drive_strength.png
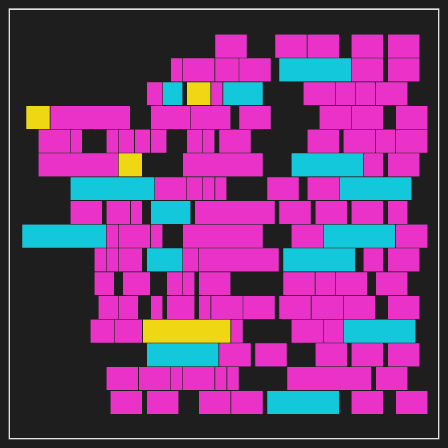
density.png
10 x 10 tiles, from black (low) to pale yellow (high), 0 to 100% covered.
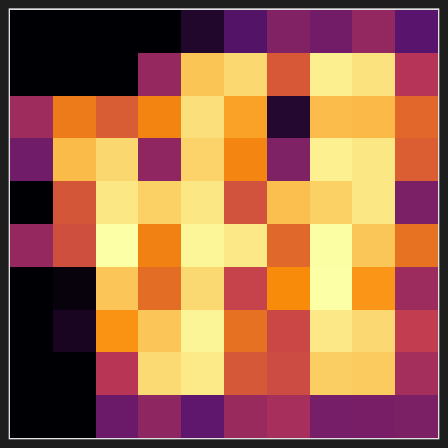
registers.png
Other sequential cells in the stronger grey, the rest of the logic in the fainter grey.
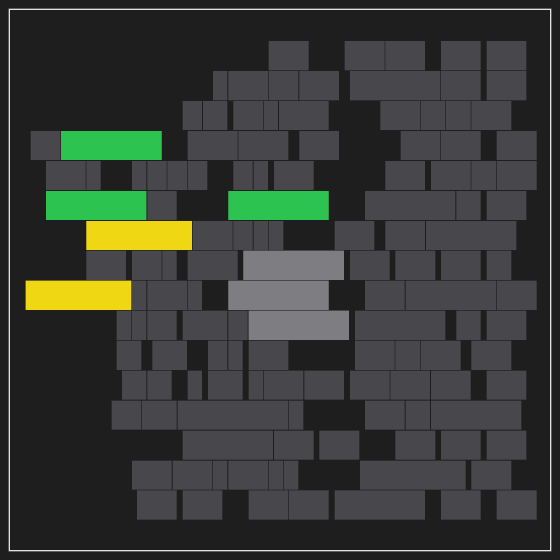
final_congestion.png
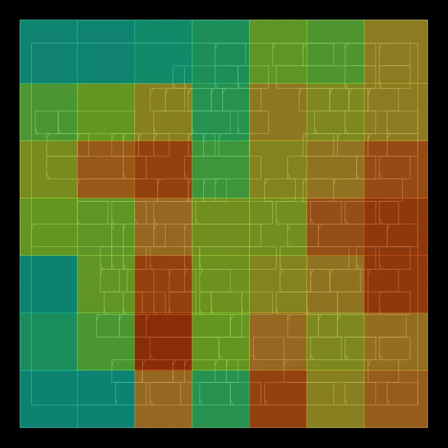
cell_classes.png
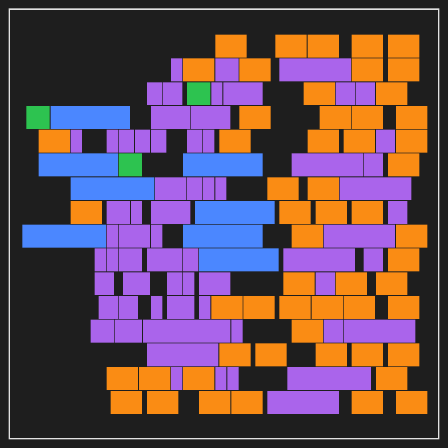
==> src/rtl/sync_fifo_arb_pkg.sv <==
// Shared types and constants for the sync_fifo_cnt write-port arbiter.
//   arb_state_e : arbiter FSM states
//   ARB_STATS_W : width of each per-lane accepted-word counter
package sync_fifo_arb_pkg;

  typedef enum logic {
    ARB_IDLE  = 1'b0,
    ARB_GRANT = 1'b1
  } arb_state_e;

  localparam int unsigned ARB_STATS_W = 16;

endpackage

==> src/rtl/rr_pick.sv <==
// Combinational round-robin selector.
// Ports:
//   req_i        : request vector, one bit per lane
//   last_grant_i : lane granted most recently; scanning starts one past it
//   any_o        : at least one request is set
//   sel_o        : first requesting lane at last_grant_i+1, +2, ... (mod NUM_REQ)
module rr_pick #(
  parameter  int unsigned NUM_REQ = 4,
  localparam int unsigned IW      = $clog2(NUM_REQ)
) (
  input  logic [NUM_REQ-1:0] req_i,
  input  logic [IW-1:0]      last_grant_i,
  output logic               any_o,
  output logic [IW-1:0]      sel_o
);

  logic [IW-1:0] idx;

  // Walk from the farthest offset to the nearest so the nearest hit wins.
  always_comb begin
    any_o = 1'b0;
    sel_o = '0;
    idx   = '0;
    for (int unsigned off = NUM_REQ; off > 0; off--) begin
      idx = IW'((32'(last_grant_i) + off) % NUM_REQ);
      if (req_i[idx]) begin
        any_o = 1'b1;
        sel_o = idx;
      end
    end
  end

endmodule

==> src/rtl/sync_fifo_wr_arb.sv <==
// Round-robin write arbiter sharing one sync_fifo_cnt write port among
// NUM_REQ valid/ready producers, granting bursts of up to BURST_LEN words.
// Optional feature: define SYNC_FIFO_WR_ARB_STATS_EN to add wr_count, one
// saturating 16-bit accepted-word counter per lane.
// Ports:
//   clk, rst      : clock, asynchronous active-high reset
//   req_valid     : per-lane word available
//   req_data      : packed lane words, lane i at [i*DATA_WIDTH +: DATA_WIDTH]
//   req_ready     : per-lane accept (combinational from state and fifo_full)
//   fifo_full     : FIFO full flag
//   fifo_cnt      : FIFO occupancy
//   fifo_wr_en    : FIFO write enable
//   fifo_data_in  : FIFO write data, zero when not writing
//   grant_id      : granted lane, meaningful while busy
//   busy          : a burst grant is active
//   wr_count      : (optional) per-lane accepted-word counters, packed
module sync_fifo_wr_arb
  import sync_fifo_arb_pkg::*;
#(
  parameter  int unsigned NUM_REQ    = 4,
  parameter  int unsigned DATA_WIDTH = 8,
  parameter  int unsigned DATA_DEPTH = 8,
  parameter  int unsigned BURST_LEN  = 4,
  localparam int unsigned IW         = $clog2(NUM_REQ),
  localparam int unsigned CW         = $clog2(DATA_DEPTH) + 1,
  localparam int unsigned BW         = $clog2(BURST_LEN + 1)
) (
  input  logic                          clk,
  input  logic                          rst,
  input  logic [NUM_REQ-1:0]            req_valid,
  input  logic [NUM_REQ*DATA_WIDTH-1:0] req_data,
  output logic [NUM_REQ-1:0]            req_ready,
  input  logic                          fifo_full,
  input  logic [CW-1:0]                 fifo_cnt,
  output logic                          fifo_wr_en,
  output logic [DATA_WIDTH-1:0]         fifo_data_in,
  output logic [IW-1:0]                 grant_id,
  output logic                          busy
`ifdef SYNC_FIFO_WR_ARB_STATS_EN
  ,
  output logic [NUM_REQ*ARB_STATS_W-1:0] wr_count
`endif
);

  arb_state_e      state_q, state_d;
  logic [IW-1:0]   grant_id_q, grant_id_d;
  logic [IW-1:0]   last_grant_q, last_grant_d;
  logic [BW-1:0]   beat_cnt_q, beat_cnt_d;

  logic            pick_any;
  logic [IW-1:0]   pick_sel;
  logic            lane_valid;
  logic [DATA_WIDTH-1:0] lane_data;
  logic            can_take;
  logic            xfer;

  rr_pick #(.NUM_REQ(NUM_REQ)) u_pick (
    .req_i        (req_valid),
    .last_grant_i (last_grant_q),
    .any_o        (pick_any),
    .sel_o        (pick_sel)
  );

  // Granted-lane mux; only meaningful while in GRANT.
  always_comb begin
    lane_valid = 1'b0;
    lane_data  = '0;
    for (int unsigned i = 0; i < NUM_REQ; i++) begin
      if (grant_id_q == IW'(i)) begin
        lane_valid = req_valid[i];
        lane_data  = req_data[i*DATA_WIDTH +: DATA_WIDTH];
      end
    end
  end

  // Ready never looks at req_valid, keeping valid->ready free of a comb path.
  assign can_take = (state_q == ARB_GRANT) & ~fifo_full & (beat_cnt_q < BW'(BURST_LEN));
  assign xfer     = can_take & lane_valid;

  // State register.
  always_ff @(posedge clk or posedge rst) begin
    if (rst) begin
      state_q      <= ARB_IDLE;
      grant_id_q   <= '0;
      last_grant_q <= IW'(NUM_REQ - 1);
      beat_cnt_q   <= '0;
    end else begin
      state_q      <= state_d;
      grant_id_q   <= grant_id_d;
      last_grant_q <= last_grant_d;
      beat_cnt_q   <= beat_cnt_d;
    end
  end

  // Next state and write-port outputs.
  always_comb begin
    state_d      = state_q;
    grant_id_d   = grant_id_q;
    last_grant_d = last_grant_q;
    beat_cnt_d   = beat_cnt_q;
    req_ready    = '0;
    fifo_wr_en   = 1'b0;
    fifo_data_in = '0;

    unique case (state_q)
      ARB_IDLE: begin
        if (pick_any && (fifo_cnt < CW'(DATA_DEPTH))) begin
          grant_id_d = pick_sel;
          beat_cnt_d = '0;
          state_d    = ARB_GRANT;
        end
      end
      ARB_GRANT: begin
        for (int unsigned i = 0; i < NUM_REQ; i++) begin
          req_ready[i] = can_take & (grant_id_q == IW'(i));
        end
        fifo_wr_en   = xfer;
        fifo_data_in = xfer ? lane_data : '0;
        // A full stall with valid held keeps the grant and freezes the count.
        if (!lane_valid) begin
          state_d      = ARB_IDLE;
          last_grant_d = grant_id_q;
        end else if (xfer) begin
          beat_cnt_d = beat_cnt_q + BW'(1);
          if (beat_cnt_q == BW'(BURST_LEN - 1)) begin
            state_d      = ARB_IDLE;
            last_grant_d = grant_id_q;
          end
        end
      end
      default: state_d = ARB_IDLE;
    endcase
  end

  assign grant_id = grant_id_q;
  assign busy     = (state_q == ARB_GRANT);

`ifdef SYNC_FIFO_WR_ARB_STATS_EN
  logic [NUM_REQ-1:0][ARB_STATS_W-1:0] wr_count_q, wr_count_d;

  // Saturating per-lane accepted-word counters.
  always_comb begin
    wr_count_d = wr_count_q;
    if (xfer && (wr_count_q[grant_id_q] != '1)) begin
      wr_count_d[grant_id_q] = wr_count_q[grant_id_q] + ARB_STATS_W'(1);
    end
  end

  always_ff @(posedge clk or posedge rst) begin
    if (rst) wr_count_q <= '0;
    else     wr_count_q <= wr_count_d;
  end

  assign wr_count = wr_count_q;
`endif

endmodule

==> config.mk <==
export PLATFORM = sky130hd
export DESIGN_NAME = sync_fifo_wr_arb
export DESIGN_NICKNAME = d
export VERILOG_FILES = /design/src/rtl/sync_fifo_arb_pkg.sv /design/src/rtl/rr_pick.sv /design/src/rtl/sync_fifo_wr_arb.sv
export SDC_FILE = /design/constraint.sdc
export NUM_CORES = 1
export LEC_CHECK = 0
export CAP_MARGIN = 40
export CORE_MARGIN = 1
export CORE_UTILIZATION = 37
export CTS_CLUSTER_DIAMETER = 150
export CTS_CLUSTER_SIZE = 40
export DETAILED_ROUTE_END_ITERATION = 10
export GPL_ROUTABILITY_DRIVEN = 0
export PLACE_DENSITY = 0.85
export SYNTH_ARGS = -nofsm -noshare
export SYNTH_HDL_FRONTEND = slang
export SYNTH_SLANG_ARGS = --single-unit
==> constraint.sdc <==
create_clock -name clk -period 4.7 [get_ports clk]
set_clock_uncertainty 0.05 [all_clocks]
set_input_delay 0.705 -clock clk [delete_from_list [all_inputs] [get_ports clk]]
set_output_delay 0.705 -clock clk [all_outputs]
set_load 0.05 [all_outputs]
==> run notes <==
flow finished, numbers: n_diodes 0, CP dominant cell by count clkdlybuf4s50_1, first-pass GRT wire length just over 4 mm, Hold Vio Cnt, Final 0, Top cell area share 22.02%, Final #Nets 177, Multiplexer share ~29%, #MultiIn Comb 57, GRT busiest layer met2, nature of the critical path startpoint primary input, status finished clean, Initial DRT Pass Iterations 4, Simple Share, Synth 21.25%, data arrival time of the worst path 2.87 ns, Comb area 541.8 sq um, met2 Usage GRT 41.20%, CLK BUF 3, Post-Syn Area approximately 820 sq um, # port buffers 55, TritonCTS clock tree built, final worst slack about 1.1 ns, drt drc 0, flop count 8, # setup viols final 0, Lkg Pwr 0.5722 nW, Max Clock Freq approximately 280 MHz, worst setup path class primary input to output pin, Clock Sinks 8, Power Density 479.3 mW/mm^2, post-CTS setup buffers 0, Min-Delay Startpoint beat_cnt_q[0]$_DFFE_PP0P_, n_taps 27, total grt overflow 0, CP top delay family buffers and inverters, post_cts resized 0, Adder Share, Synth under 10%, synth top area cells mux4_2 (22%), dfrtp_1 (18%), dfstp_2 (6.4%), hold_buf cts 0, Worst Hold Class register to register, largest net degree at the start of global routing 18, IO Count 59, most flop-heavy register beat_cnt_q, Yosys reg bits 8, Inverters 7, Tmin final roughly 3.6 ns, fillers 147, Avg Vias per Cell 5.357, most numerous logic cell after layout clkdlybuf4s50_1, CP cell instances clkdlybuf4s50_1 > nor3b_2 > nor3b_1 > clkdlybuf4s50_1, Root Buffer clkbuf_4
Notes on drive_strength.png above:
| size | colour | cells | share | most used |
|---|---|---|---|---|
| drive 1 or less | magenta | 112 | 86% | clkdlybuf4s50_1 |
| drive 2 | cyan | 14 | 11% | mux4_2 |
| drive 3 to 4 | yellow | 4 | 3.1% | clkbuf_4 |

Notes on density.png above:
fullest tile: 100%
mean over tiles: 56%
tiles over 75% full: 37%
nearly empty tiles: 15%

Notes on registers.png above:
| name in the netlist | colour | placed flops |
|---|---|---|
| beat_cnt_q | green | 3 |
| last_grant_q | yellow | 2 |
not coloured: 3
sequential share of cell area: 14.71%
Reg area: 202.7 sq um
final core occ: 68.13%

Notes on final_congestion.png above:
gr usage total: 22.54%
WL/cell: 15.37 um
met1 Use GR: 26.93%

Notes on cell_classes.png above:
| class | colour | cells | share of their area |
|---|---|---|---|
| other buffers and delay cells | orange | 55 | 41% |
| flip-flops | blue | 8 | 15% |
| all other logic | purple | 64 | 42% |
| cells driving clock nets | green | 3 | 1.7% |
Design Area, Final: 0.001378 sq mm
Row Count: 16
area of the core: 0.002022 sq mm

-- layer usage --
metal	routed length, um	part of all wire (%)
met1	1058	44
met2	1179	49
met3	168	7.0
met4	7	0.29
met5	0	0
-- synthesized netlist by cell type --
library cell and n:
a2bb2oi_1 1, mux4_1 1, o221ai_1 1, dfrtp_1 6
mux2i_1 2, nor3b_2 2, o211ai_1 1, and3_1 8
a31oi_1 1, nand2_2 1, mux2_2 1, ha_1 2
o31ai_1 1, inv_1 7, nor2_1 4, clkbuf_1 1
nor3b_1 2, nand2b_1 2, mux4_2 8, buf_6 3
nand3_1 4, nand2_1 8, a32o_1 1, buf_2 2
dfstp_2 2, a221oi_1 1, o21ai_0 4, o41ai_4 1
-- worst paths after layout --
check / end / slack [ns] / depth (start not counted)
max reg2reg: beat_cnt_q[0]$_DFFE_PP0P_ / 2.70 / 4
min in group asynchronous: grant_id[0]$_DFFE_PP0P_ / 0.63 / 2
min: beat_cnt_q[0]$_DFFE_PP0P_ / 0.46 / 1
min reg2reg: beat_cnt_q[0]$_DFFE_PP0P_ / 0.46 / 1
max: req_ready[0] / 1.08 / 4
max in group asynchronous: last_grant_q[0]$_DFFE_PP1P_ / 3.69 / 2
-- through the flow --
| stage | cell area [sq um] | total power (W) | util, % |
|---|---|---|---|
| after global routing | 1378 | 0.0007096 | 68.13 |
| after floorplan | 818.3 | 0.0004970 | - |
| after global placement | 1355 | 0.0005978 | 67.02 |
| after detailed placement | 1355 | 0.0006101 | 67.02 |
| after CTS | 1378 | 0.0006650 | 68.13 |
| final | 1378 | 0.0006603 | 68.13 |
-- report_power, final --
group	leakage [nW]	internal, W	total [W]	switching (W)
combinational	0.462	0.000207	0.000434	0.000227
sequential	0.0967	0.000103	0.000172	0.0000688
clock	0.0138	0.0000293	0.0000538	0.0000245
Power is estimated from default activity; no workload was simulated.
